==> config.mk <==
export PLATFORM = sky130hd
export DESIGN_NAME = uart_rx_ctrl_flat
export DESIGN_NICKNAME = d
export VERILOG_FILES = /design/src/rtl/uart_rx_ctrl_if.sv /design/src/rtl/uart_rx_ctrl.sv /design/src/flat_wrapper.sv
export SDC_FILE = /design/constraint.sdc
export NUM_CORES = 1
export LEC_CHECK = 0
export CORE_ASPECT_RATIO = 1.2
export CORE_MARGIN = 3
export CORE_UTILIZATION = 56
export CTS_BUF_LIST = sky130_fd_sc_hd__clkbuf_16
export CTS_CLUSTER_DIAMETER = 40
export CTS_CLUSTER_SIZE = 30
export DETAILED_ROUTE_END_ITERATION = 10
export GPL_TIMING_DRIVEN = 0
export PLACE_DENSITY = 0.86
export SLEW_MARGIN = 20
export SYNTH_ARGS = -nofsm -noshare
export SYNTH_HDL_FRONTEND = slang
export SYNTH_SLANG_ARGS = --single-unit
==> constraint.sdc <==
create_clock -name clk -period 2.9 [get_ports clk]
set_input_delay 0.87 -clock clk [delete_from_list [all_inputs] [get_ports clk]]
set_output_delay 0.87 -clock clk [all_outputs]
set_load 0.02 [all_outputs]
==> src/rtl/uart_rx_ctrl_if.sv <==
// Bus bundle between the UART receive controller and its host/receiver.
// The master side drives receiver bytes, configuration and FIFO reads;
// the slave side (the controller) returns configuration, FIFO status and irq.
interface uart_rx_ctrl_if;
  logic [7:0] rx_data;
  logic       rx_data_ready;
  logic       cfg_we;
  logic [7:0] cfg_wdata;
  logic [1:0] parity_mode;
  logic [1:0] stop_bit;
  logic       rd_en;
  logic [7:0] rd_data;
  logic       rd_valid;
  logic [3:0] level;
  logic       overflow;
  logic       ovf_clr;
  logic       irq;

  modport master (
    output rx_data, rx_data_ready, cfg_we, cfg_wdata, rd_en, ovf_clr,
    input  parity_mode, stop_bit, rd_data, rd_valid, level, overflow, irq
  );

  modport slave (
    input  rx_data, rx_data_ready, cfg_we, cfg_wdata, rd_en, ovf_clr,
    output parity_mode, stop_bit, rd_data, rd_valid, level, overflow, irq
  );
endinterface

==> src/rtl/uart_rx_ctrl.sv <==
// UART receive controller: captures bytes from the receiver on the rising
// edge of rx_data_ready into a first-word-fall-through FIFO, holds the
// receiver configuration, and raises a level interrupt on threshold,
// idle timeout or overflow.
module uart_rx_ctrl #(
  parameter int DEPTH   = 8,
  parameter int TIMEOUT = 64
) (
  input  logic           clk,
  input  logic           rst,
  uart_rx_ctrl_if.slave  bus
);

  localparam int AW = (DEPTH > 1) ? $clog2(DEPTH) : 1;
  localparam int TW = $clog2(TIMEOUT + 1);
  localparam logic [AW-1:0] PTR_ONE   = AW'(1);
  localparam logic [TW-1:0] TMR_ONE   = TW'(1);
  localparam logic [TW-1:0] TMR_SAT   = TW'(TIMEOUT);
  localparam logic [3:0]    DEPTH_LVL = 4'(DEPTH);

  typedef enum logic [1:0] {
    ST_OFF = 2'd0,
    ST_RUN = 2'd1,
    ST_TMO = 2'd2
  } state_e;

  state_e          state_r;
  state_e          state_s;
  logic            rdy_q_r;
  logic [7:0]      mem_r [DEPTH];
  logic [AW-1:0]   wr_ptr_r;
  logic [AW-1:0]   rd_ptr_r;
  logic [3:0]      level_r;
  logic [TW-1:0]   timer_r;
  logic            overflow_r;
  logic            irq_r;
  logic [1:0]      parity_mode_r;
  logic [1:0]      stop_bit_r;
  logic [2:0]      threshold_r;
  logic            rx_en_r;

  logic            push_s;
  logic            pop_s;
  logic            wr_s;
  logic            drop_s;
  logic            empty_s;
  logic            full_s;
  logic            flush_s;
  logic            timer_clr_s;
  logic [3:0]      thr_plus_s;
  logic            irq_s;

  // A new byte is the 0->1 edge of the ready level, only while enabled.
  assign push_s      = bus.rx_data_ready & ~rdy_q_r & rx_en_r;
  assign empty_s     = (level_r == 4'd0);
  assign full_s      = (level_r == DEPTH_LVL);
  assign pop_s       = bus.rd_en & ~empty_s;
  // A push into a full FIFO still lands when the head leaves the same cycle.
  assign wr_s        = push_s & (~full_s | pop_s);
  assign drop_s      = push_s & full_s & ~pop_s;
  assign flush_s     = bus.cfg_we & ~bus.cfg_wdata[7];
  assign timer_clr_s = push_s | pop_s | empty_s | (state_r == ST_OFF);
  assign thr_plus_s  = {1'b0, threshold_r} + 4'd1;
  assign irq_s       = overflow_r
                     | (rx_en_r & ((level_r >= thr_plus_s) | (state_r == ST_TMO)));

  assign bus.rd_valid    = ~empty_s;
  assign bus.rd_data     = empty_s ? 8'h00 : mem_r[rd_ptr_r];
  assign bus.level       = level_r;
  assign bus.overflow    = overflow_r;
  assign bus.irq         = irq_r;
  assign bus.parity_mode = parity_mode_r;
  assign bus.stop_bit    = stop_bit_r;

  // Ready-level history; starts high so a level held through reset is no edge.
  always_ff @(posedge clk) begin
    if (rst) begin
      rdy_q_r <= 1'b1;
    end else begin
      rdy_q_r <= bus.rx_data_ready;
    end
  end

  // Configuration register written by the host.
  always_ff @(posedge clk) begin
    if (rst) begin
      parity_mode_r <= 2'd0;
      stop_bit_r    <= 2'd1;
      threshold_r   <= 3'd0;
      rx_en_r       <= 1'b0;
    end else if (bus.cfg_we) begin
      parity_mode_r <= bus.cfg_wdata[1:0];
      stop_bit_r    <= bus.cfg_wdata[3:2];
      threshold_r   <= bus.cfg_wdata[6:4];
      rx_en_r       <= bus.cfg_wdata[7];
    end else begin
      parity_mode_r <= parity_mode_r;
      stop_bit_r    <= stop_bit_r;
      threshold_r   <= threshold_r;
      rx_en_r       <= rx_en_r;
    end
  end

  // FIFO storage; contents need no reset since level gates visibility.
  always_ff @(posedge clk) begin
    if (wr_s) begin
      mem_r[wr_ptr_r] <= bus.rx_data;
    end
  end

  // FIFO pointers and occupancy; disabling the receiver flushes the queue.
  always_ff @(posedge clk) begin
    if (rst || flush_s) begin
      wr_ptr_r <= '0;
      rd_ptr_r <= '0;
      level_r  <= 4'd0;
    end else begin
      if (wr_s) begin
        wr_ptr_r <= wr_ptr_r + PTR_ONE;
      end
      if (pop_s) begin
        rd_ptr_r <= rd_ptr_r + PTR_ONE;
      end
      case ({wr_s, pop_s})
        2'b10:   level_r <= level_r + 4'd1;
        2'b01:   level_r <= level_r - 4'd1;
        default: level_r <= level_r;
      endcase
    end
  end

  // Idle timer counts cycles with data pending and no traffic, saturating.
  always_ff @(posedge clk) begin
    if (rst || flush_s || timer_clr_s) begin
      timer_r <= '0;
    end else if (timer_r != TMR_SAT) begin
      timer_r <= timer_r + TMR_ONE;
    end else begin
      timer_r <= timer_r;
    end
  end

  // Sticky overflow; a drop wins over a simultaneous clear.
  always_ff @(posedge clk) begin
    if (rst) begin
      overflow_r <= 1'b0;
    end else if (drop_s) begin
      overflow_r <= 1'b1;
    end else if (bus.ovf_clr) begin
      overflow_r <= 1'b0;
    end else begin
      overflow_r <= overflow_r;
    end
  end

  // Controller state register.
  always_ff @(posedge clk) begin
    if (rst) begin
      state_r <= ST_OFF;
    end else begin
      state_r <= state_s;
    end
  end

  // Next-state logic: enable gates everything, timeout leaves on any traffic.
  always_comb begin
    state_s = state_r;
    if (!rx_en_r) begin
      state_s = ST_OFF;
    end else begin
      case (state_r)
        ST_OFF: state_s = ST_RUN;
        ST_RUN: begin
          if ((timer_r == TMR_SAT) && !(push_s || pop_s)) begin
            state_s = ST_TMO;
          end else begin
            state_s = ST_RUN;
          end
        end
        ST_TMO: begin
          if (push_s || pop_s) begin
            state_s = ST_RUN;
          end else begin
            state_s = ST_TMO;
          end
        end
        default: state_s = ST_OFF;
      endcase
    end
  end

  // Registered interrupt, one cycle behind its cause.
  always_ff @(posedge clk) begin
    if (rst) begin
      irq_r <= 1'b0;
    end else begin
      irq_r <= irq_s;
    end
  end

endmodule

==> src/flat_wrapper.sv <==
// flat-port wrapper written by rule: the top's interface ports become plain ports
module uart_rx_ctrl_flat 
#(
  parameter int DEPTH   = 8,
  parameter int TIMEOUT = 64
)
  (clk, rst, bus_rx_data, bus_rx_data_ready, bus_cfg_we, bus_cfg_wdata, bus_rd_en, bus_ovf_clr, bus_parity_mode, bus_stop_bit, bus_rd_data, bus_rd_valid, bus_level, bus_overflow, bus_irq);
  uart_rx_ctrl_if bus_i ();
  input  logic clk;
  input  logic rst;
  input wire logic [$bits(bus_i.rx_data)-1:0] bus_rx_data;
  input wire logic [$bits(bus_i.rx_data_ready)-1:0] bus_rx_data_ready;
  input wire logic [$bits(bus_i.cfg_we)-1:0] bus_cfg_we;
  input wire logic [$bits(bus_i.cfg_wdata)-1:0] bus_cfg_wdata;
  input wire logic [$bits(bus_i.rd_en)-1:0] bus_rd_en;
  input wire logic [$bits(bus_i.ovf_clr)-1:0] bus_ovf_clr;
  output wire logic [$bits(bus_i.parity_mode)-1:0] bus_parity_mode;
  output wire logic [$bits(bus_i.stop_bit)-1:0] bus_stop_bit;
  output wire logic [$bits(bus_i.rd_data)-1:0] bus_rd_data;
  output wire logic [$bits(bus_i.rd_valid)-1:0] bus_rd_valid;
  output wire logic [$bits(bus_i.level)-1:0] bus_level;
  output wire logic [$bits(bus_i.overflow)-1:0] bus_overflow;
  output wire logic [$bits(bus_i.irq)-1:0] bus_irq;
  assign bus_i.rx_data = bus_rx_data;
  assign bus_i.rx_data_ready = bus_rx_data_ready;
  assign bus_i.cfg_we = bus_cfg_we;
  assign bus_i.cfg_wdata = bus_cfg_wdata;
  assign bus_i.rd_en = bus_rd_en;
  assign bus_i.ovf_clr = bus_ovf_clr;
  assign bus_parity_mode = bus_i.parity_mode;
  assign bus_stop_bit = bus_i.stop_bit;
  assign bus_rd_data = bus_i.rd_data;
  assign bus_rd_valid = bus_i.rd_valid;
  assign bus_level = bus_i.level;
  assign bus_overflow = bus_i.overflow;
  assign bus_irq = bus_i.irq;
  uart_rx_ctrl #(.DEPTH(DEPTH), .TIMEOUT(TIMEOUT)) u_core (.clk(clk), .rst(rst), .bus(bus_i));
endmodule
==> results_dict.tcl, run 1 <==
# place-and-route summary
set metrics [dict create \
    top_usage_layer "met2" \
    finalNetCount 365 \
    leakagePower_nw 1.69 \
    crit_chain "buf_6 > buf_12 > mux4_2 > mux2i_1 > nor2_1 > clkdlybuf4s15_2" \
    crit_path_max_fanout 10 \
    grt_use_total 0.199 \
    crit_arrival_ns 1.96 \
    min_delay_worst_endpoint "u_core.timer_r[1]$_SDFFE_PP0P_" \
    insertion_delay_ns 0.34 \
    pwr-share-comb 0.054 \
    finalClockPeriodUsage 0.976 \
    ys_seq_frac 0.636 \
    synth_flops 97 \
    cts-htree-levels 3 \
    rr_startpoint "u_core.rx_en_r$_SDFFE_PP0P_" \
    cp_num_buf_inv 3 \
    cts_clk_pin_slew_worst_paths_ns 0.07 \
    n_all_inverters 8 \
    fillerInstances 468 \
    share_clk_of_total_power 0.404 \
    floorplan.core_area_um2 6940 \
    min-delay-path-class "reg -> reg" \
    detail_route.iter0.violations 94 \
    io-pin-count 41 \
    met1Wirelength_um 2980 \
    route.antenna.remaining_nets 0 \
    num-clock-buffers 9 \
    worstHoldPathCells 2 \
    report.final.hold_viol_count 0 \
    timing.reg2reg.worst_path_depth 4 \
    power.switching_uw 593 \
    hp-start "u_core.timer_r[1]$_SDFFE_PP0P_" \
    syn_nets 312 \
    holdBufCountCts 0 \
    switching_share 0.216 \
    total_half_perimeter_wirelength_after_legalization_and_detailed_placement_um 5050 \
    grt-ovfl-total 0 \
    layout-drive-gt1-share 0.201 \
    synth-cells-yosys 280 \
    status "finished, final reports clean" \
    netlist_logic_family_top "multiplexers" \
    internal_power_mw 2.16 \
    cts.path.max_buffers 2 \
    synth.distinct_cells 43 \
    final_util 0.711 \
    post_synth_and_or_nand_nor_area_fraction 0.107 \
    multi_input_comb_area_um2 1410 \
    cp_num_cells 6 \
    max_flop_register "u_core.mem_r" \
    vdd_ir_drop_max_uv 339 \
    clock_power_mw 1.11 \
    cts_tree "built" \
    routed-wl-met3_um 331 \
    timing_worst_slew_pin_value_ns 0.816 \
    root_buffer "clkbuf_16" \
    power.combinational.total_uw 147 \
    chip_area_um2 8310 \
    timing.critical_path.to_type "output pin" \
    fin_skew_ns 0.00708 \
    cap_violations 0 \
    routed-wl-met2_um 4130 \
    fmax_mhz 353 \
    syn_area_cell_um2 14.5 \
    grt_pass1_wl_um 12600 \
    worst_path_required_ns 2.03 \
    route.detailed.drc 0 \
    largest_register_ff_count 64 \
    seq-cell-share 0.524 \
]
==> run 1: metrics by stage <==
step           setup slack (ns)  hold slack (ns)  cell area, µm²  total power, mW
2_1_floorplan             0.369            0.452            4060             1.59
3_3_place_gp             -0.937            0.470            4560             1.66
3_5_place_dp             -0.406            0.487            4590             1.66
4_1_cts                -0.00752            0.495            4950             2.77
5_1_grt                 -0.0506            0.523            4930             2.83
6_report                 0.0689            0.491            4930             2.75
==> run 1: Yosys cell counts <==
cell type,n
edfxtp_1,64
nor2_1,38
dfxtp_1,33
mux4_2,16
nand2_1,15
mux2i_1,14
ha_1,10
xnor2_1,10
nor3_1,9
inv_1,8
a21oi_1,7
nor2b_1,5
buf_4,4
nand2b_1,4
xor2_1,4
nand3_1,3
a211oi_1,2
a31o_2,2
and3b_1,2
buf_1,2
buf_2,2
buf_6,2
clkbuf_1,2
nand3b_1,2
o21ai_0,2
a211o_1,1
a21o_1,1
a31oi_1,1
a32oi_1,1
a41oi_1,1
and3_1,1
nand2_2,1
nand2b_4,1
nor4_1,1
nor4_4,1
nor4b_1,1
o21ai_2,1
o32ai_1,1
o41a_4,1
o41ai_4,1
or2_2,1
or4_1,1
or4_4,1
==> run 1: cells in the final DEF, fill, tap and decap left out, types with 2 or more instances in the layout <==
master,count
a31o_2,2
clkbuf_16,9
xnor2_1,10
nor3_1,5
xor2_1,4
dfxtp_1,32
buf_6,3
nand2b_1,4
nand3_1,3
nor2_2,3
buf_4,7
a21oi_1,7
edfxtp_1,64
clkbuf_2,4
inv_1,9
buf_12,2
clkdlybuf4s15_1,2
mux2i_1,13
clkbuf_1,2
and3b_1,2
clkdlybuf4s50_1,31
a211oi_1,2
nor2_1,35
o21ai_0,2
ha_1,10
clkinv_4,3
nor3_2,3
nand2_1,15
nor2b_1,5
nand3b_1,2
mux4_2,16
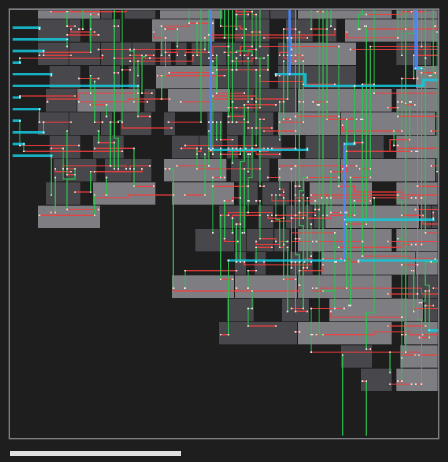
Run 1: close-up of the layout
The bar under the picture is 20 µm long. Region (0, 0) to (50, 50) µm. Cells in gray, sequential cells in the stronger gray; small squares are vias.
Key: metal 4 = blue; metal 2 = green; metal 3 = cyan; metal 1 = red
Sequential cells in the window: 24. 96 logic cells have their middle in the window. Netlist names of flops here include `u_core.mem_r` (10), `u_core.timer_r` (7), `u_core.bus.stop_bit` (2). Most frequent: nor2_1 (14), clkdlybuf4s50_1 (13), dfxtp_1 (13).

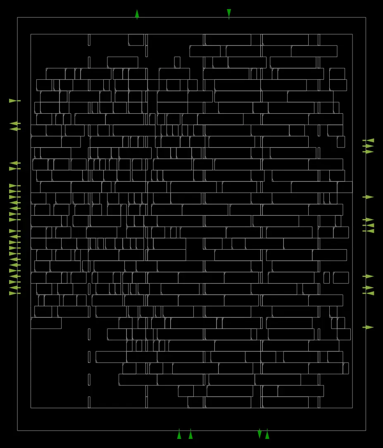
Run 1: cell outlines without signal wires
Cell Count, Final, Fillers Out: 425
total number of placement rows: 33
total number of sequential cells: 97

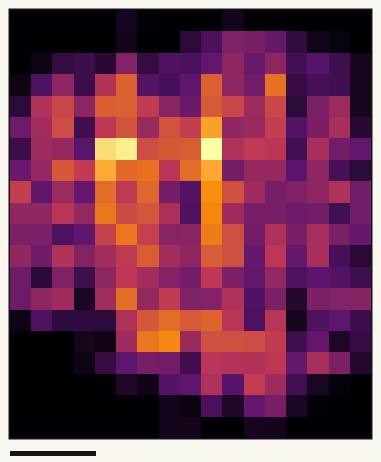
Run 1: wire density map
The bar under the picture is 20 µm long. 17 x 20 tiles, from black (low) to pale yellow (high), scaled to the fullest tile. Values are wire area over tile area, all layers added.
19% of the tiles are over half the peak. The fullest tile reaches 0.49. The densest ninth of the die: center. The emptiest ninth of the die: lower left. 18% of the tiles are nearly empty. The mean over all tiles is 0.14.

Run 1, placement by cell class:
Fill, decap, tap and diode cells in gray.
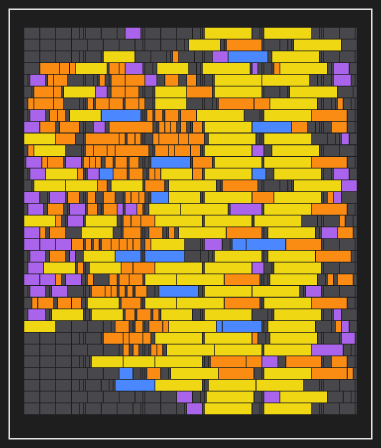

==> run 1 -> run 2 <==
--- a/config.mk
+++ b/config.mk
@@ -13,6 +13,7 @@
 export CTS_CLUSTER_SIZE = 30
 export DETAILED_ROUTE_END_ITERATION = 10
 export GPL_TIMING_DRIVEN = 0
+export MAX_ROUTING_LAYER = met4
 export PLACE_DENSITY = 0.86
 export SLEW_MARGIN = 20
 export SYNTH_ARGS = -nofsm -noshare
==> constraint.sdc (replaced) <==
create_clock -name clk -period 2.9 [get_ports clk]
set_input_delay 0.87 -clock clk [delete_from_list [all_inputs] [get_ports clk]]
set_output_delay 0.87 -clock clk [all_outputs]
set_load 0.05 [all_outputs]
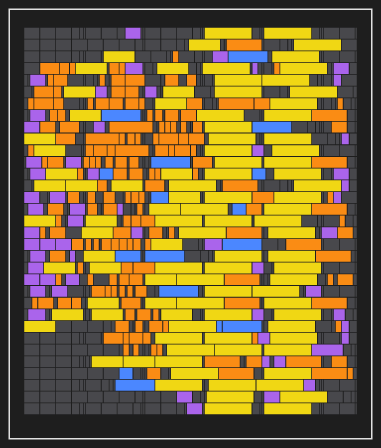
Run 2: placement by cell class
Fill, decap, tap and diode cells in gray.
Key: sequential cells = yellow [cells 97, share of their area 54%]; clock drivers and dummy loads = blue [cells 16, share of their area 6.1%]; remaining buffers and delay cells = purple [cells 57, share of their area 10%]; combinational and other logic = orange [cells 171, share of their area 30%]
flop share of the area: 0.526
Core Footprint: 6940 µm²
final core area utilization: 0.708
final instance area: 4910 µm²

==> run 2 against run 1 <==
  * The flow now finishes with violations (setup timing)
  * Clock skew down 0.00075 ns
  * Sequential share of layout area increased by 0.20 points
  * Die area stayed put
  * Synthesized cell count unchanged
  * Area after synthesis is the same
  * Combinational power is about 10% higher
  * Wire length fell by 0.26%
  * Clock power is essentially flat
  * Power rose by 0.71%
  * Critical endpoint is now u_core.mem_r[5][2]$_DFFE_PP_
  * Largest cell class unchanged
==> results_dict.tcl, run 2 <==
# place-and-route summary
set metrics [dict create \
    vdd_ir_drop_max_uv 340 \
    report.final.slew_viol_count 0 \
    detailroute.via_count 2409 \
    synth.cell_area_um2 4060 \
    insertion_delay_ns 0.34 \
    crit_path_max_fanout 8 \
    layout_top_cell "edfxtp_1" \
    cts-htree-levels 3 \
    grt_use_total 0.204 \
    synth-edff-count 64 \
    timing.critical_path.to_type "flop" \
    status "finished with violations" \
    diodes 0 \
    netlist_instances 280 \
    dp_slack_ns -0.406 \
    holdBufCountCts 0 \
    crit_arrival_ns 2.92 \
    cap_violations 0 \
    finalPower_mw 2.77 \
    clkCellAreaFrac 0.0593 \
    finalWorstSetupSlack_ns -0.0621 \
    finalClockPeriodUsage 1.02 \
    rsz_0062_raised_after_global_routing "yes" \
    grt_start_max_net_pins 19 \
    criticalPathCategory "in -> reg" \
    synth.cells.most_frequent "64 x edfxtp_1, 38 x nor2_1, 33 x dfxtp_1, 16 x mux4_2, 15 x nand2_1" \
    root_buffer "clkbuf_16" \
    detail_route.iter0.violations 100 \
    cts.path.max_buffers 2 \
    max-slew-margin-rel 0.418 \
    port_buffers 39 \
    switching_share 0.222 \
    seq_cell_count 97 \
    max_flop_register "u_core.mem_r" \
    grt_pass1_vias 2518 \
    die_height_um 99.2 \
    setup_viol 17 \
    buffer_area_frac 0.102 \
    detailedRoute.firstPassIterationCount 4 \
    timing.reg2reg.worst_path_depth 4 \
    cts_clk_pin_slew_worst_paths_ns 0.06 \
    multi_input_comb_area_um2 1400 \
    critPathLaunchType "input pin" \
    area.sequential_um2 2580 \
    route.detailed.wl_per_inst_um 17.7 \
    power.switching_uw 613 \
    area.share.combinational 0.285 \
    worst_path_required_ns 2.86 \
    grt-ovfl-total 0 \
    synth.distinct_cells 43 \
    yosys-stat-area_um2 4060 \
    chip_area_um2 8310 \
    num-clock-buffers 9 \
    synth.most_common_cell "edfxtp_1" \
    non_clock_buffer_count 57 \
    grt_antenna_before_repair 0 \
    power_per_cell_area_nw_per_um2 563 \
    timing_worst_slew_pin_value_ns 0.870 \
    area_share_of_the_largest_cell_type_after_synthesis 0.474 \
    cp_num_cells 5 \
    cts_tree "built" \
    finalHoldWorstSlack_ns 0.489 \
    route.detailed.drc 0 \
    share_clk_of_total_power 0.402 \
    io-pin-count 41 \
    largest_register_ff_count 64 \
    synth.top_cells.by_area "edfxtp_1 47%, dfxtp_1 16%, mux4_2 8.9%, nor2_1 3.5%, mux2i_1 3.5%" \
    n_all_inverters 8 \
    critical-path-max-stage-delay_ns 0.72 \
    fin_skew_ns 0.00634 \
    syn_area_cell_um2 14.5 \
    area_growth_syn_to_layout_pct 21.1 \
    layout-drive-gt1-share 0.208 \
    cp_num_buf_inv 2 \
    ys_seq_frac 0.636 \
    violations_in_the_final_reports "setup timing" \
    dp.cells 407 \
    worstHoldPathCells 2 \
    pwr-share-comb 0.060 \
    fmax_mhz 338 \
    syn_nets 312 \
    crit_chain "clkdlybuf4s50_1 > inv_1 > a31oi_1 > nand2_1 > nor2_1" \
    final.min_clock_period_ns 2.96 \
    count_of_multi_input_gates 163 \
    critPathTopFamily "simple AND/OR/NAND/NOR gates" \
    critical_path.slowest_cell "nor2_1" \
    leakagePower_nw 1.72 \
    yosys.area.top_type "edfxtp_1" \
    routabilityCongestion 0.777 \
    total_half_perimeter_wirelength_after_legalization_and_detailed_placement_um 5050 \
    via_density 5.63 \
    cts_num_sinks 97 \
    largestClassByArea "registers" \
    power.sequential.fraction 0.538 \
    initCoreUtil 0.585 \
    post_dp_cell_area_um2 4590 \
    grt_pass1_wl_um 12500 \
    setup_tns_ns -0.764 \
    route.antenna.remaining_nets 0 \
    ys_dominant_reg_cell "edfxtp_1" \
    drt-total-wl_um 7560 \
    dieWidth_um 83.7 \
    numCtsBuffers 9 \
    postSynth.asyncResetShare 0 \
    finalNetCount 368 \
    yosysWarningCount 0 \
    warning_count 29 \
    min-delay-path-class "reg -> reg" \
    synth_flops 97 \
    total_number_of_placement_rows 33 \
    report.final.hold_viol_count 0 \
    synth-cells-yosys 280 \
    internal_power_mw 2.15 \
    lay_top_cells "64 x edfxtp_1, 37 x nor2_1, 33 x dfxtp_1" \
]
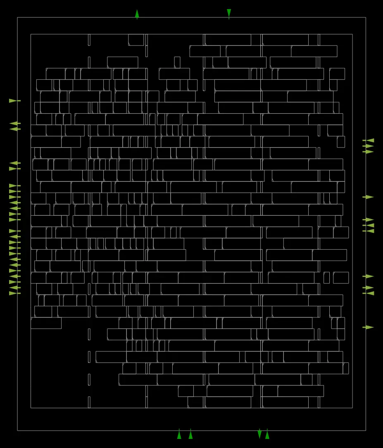
Run 2: cell outlines without signal wires
number of tap instances: 87
fill cell count: 468
Cell Count, Final, Fillers Out: 428

-- run 2: cells by family (layout without fill, tap and decap cells) --
logic type,after synthesis,after routing,share of synthesized area
flip-flops,97,97,0.636
AND/OR/NAND/NOR,87,87,0.107
multiplexers,30,30,0.123
AND-OR/OR-AND,22,22,0.0453
buffers and inverters,20,81,0.0265
XOR/XNOR,14,14,0.0302
adder cells (fa/ha/maj),10,10,0.0308
-- run 2: path summary, 6_finish.rpt --
check,from,to,slack [ns]
max,bus_rd_en,u_core.mem_r[5][2]$_DFFE_PP_,-0.06
min,u_core.timer_r[1]$_SDFFE_PP0P_,u_core.timer_r[1]$_SDFFE_PP0P_,0.49
max reg2reg,u_core.rx_en_r$_SDFFE_PP0P_,u_core.mem_r[5][2]$_DFFE_PP_,0.56
min reg2reg,u_core.timer_r[1]$_SDFFE_PP0P_,u_core.timer_r[1]$_SDFFE_PP0P_,0.49
-- run 2: layer usage --
metal	up-vias	global-route usage	wire length (µm)
li1	1148	-	-
met3	20	0.0489	333
met2	76	0.348	4060
met5	-	-	0
met1	1165	0.229	2960
met4	0	0.0916	208
-- run 2: timing repair --
action                                  in CTS  in global routing
gates resized                               49                  1
pin swaps                                    1                  0
setup buffers                                2                  4
endpoints found under the setup margin      33                 28
gates cloned                                 0                  0
-- run 2: power by group through the flow --
stage | Clock (mW) | Sequential [mW] | Combinational, mW
floorplan | 0 | 1.54 | 0.0780
global placement | 0 | 1.52 | 0.159
detailed placement | 0 | 1.52 | 0.164
CTS | 1.13 | 1.49 | 0.165
global route | 1.18 | 1.49 | 0.179
finish | 1.11 | 1.49 | 0.166
-- run 2: worst min-delay path, delay by kind of cell, from the launching register on --
family | cells | cell delay, ns
flip-flops | 1 | 0.33
AND/OR/NAND/NOR | 1 | 0.06
AND-OR/OR-AND | 1 | 0.05
No activity file was given, so power comes from the tool's default toggle rates.
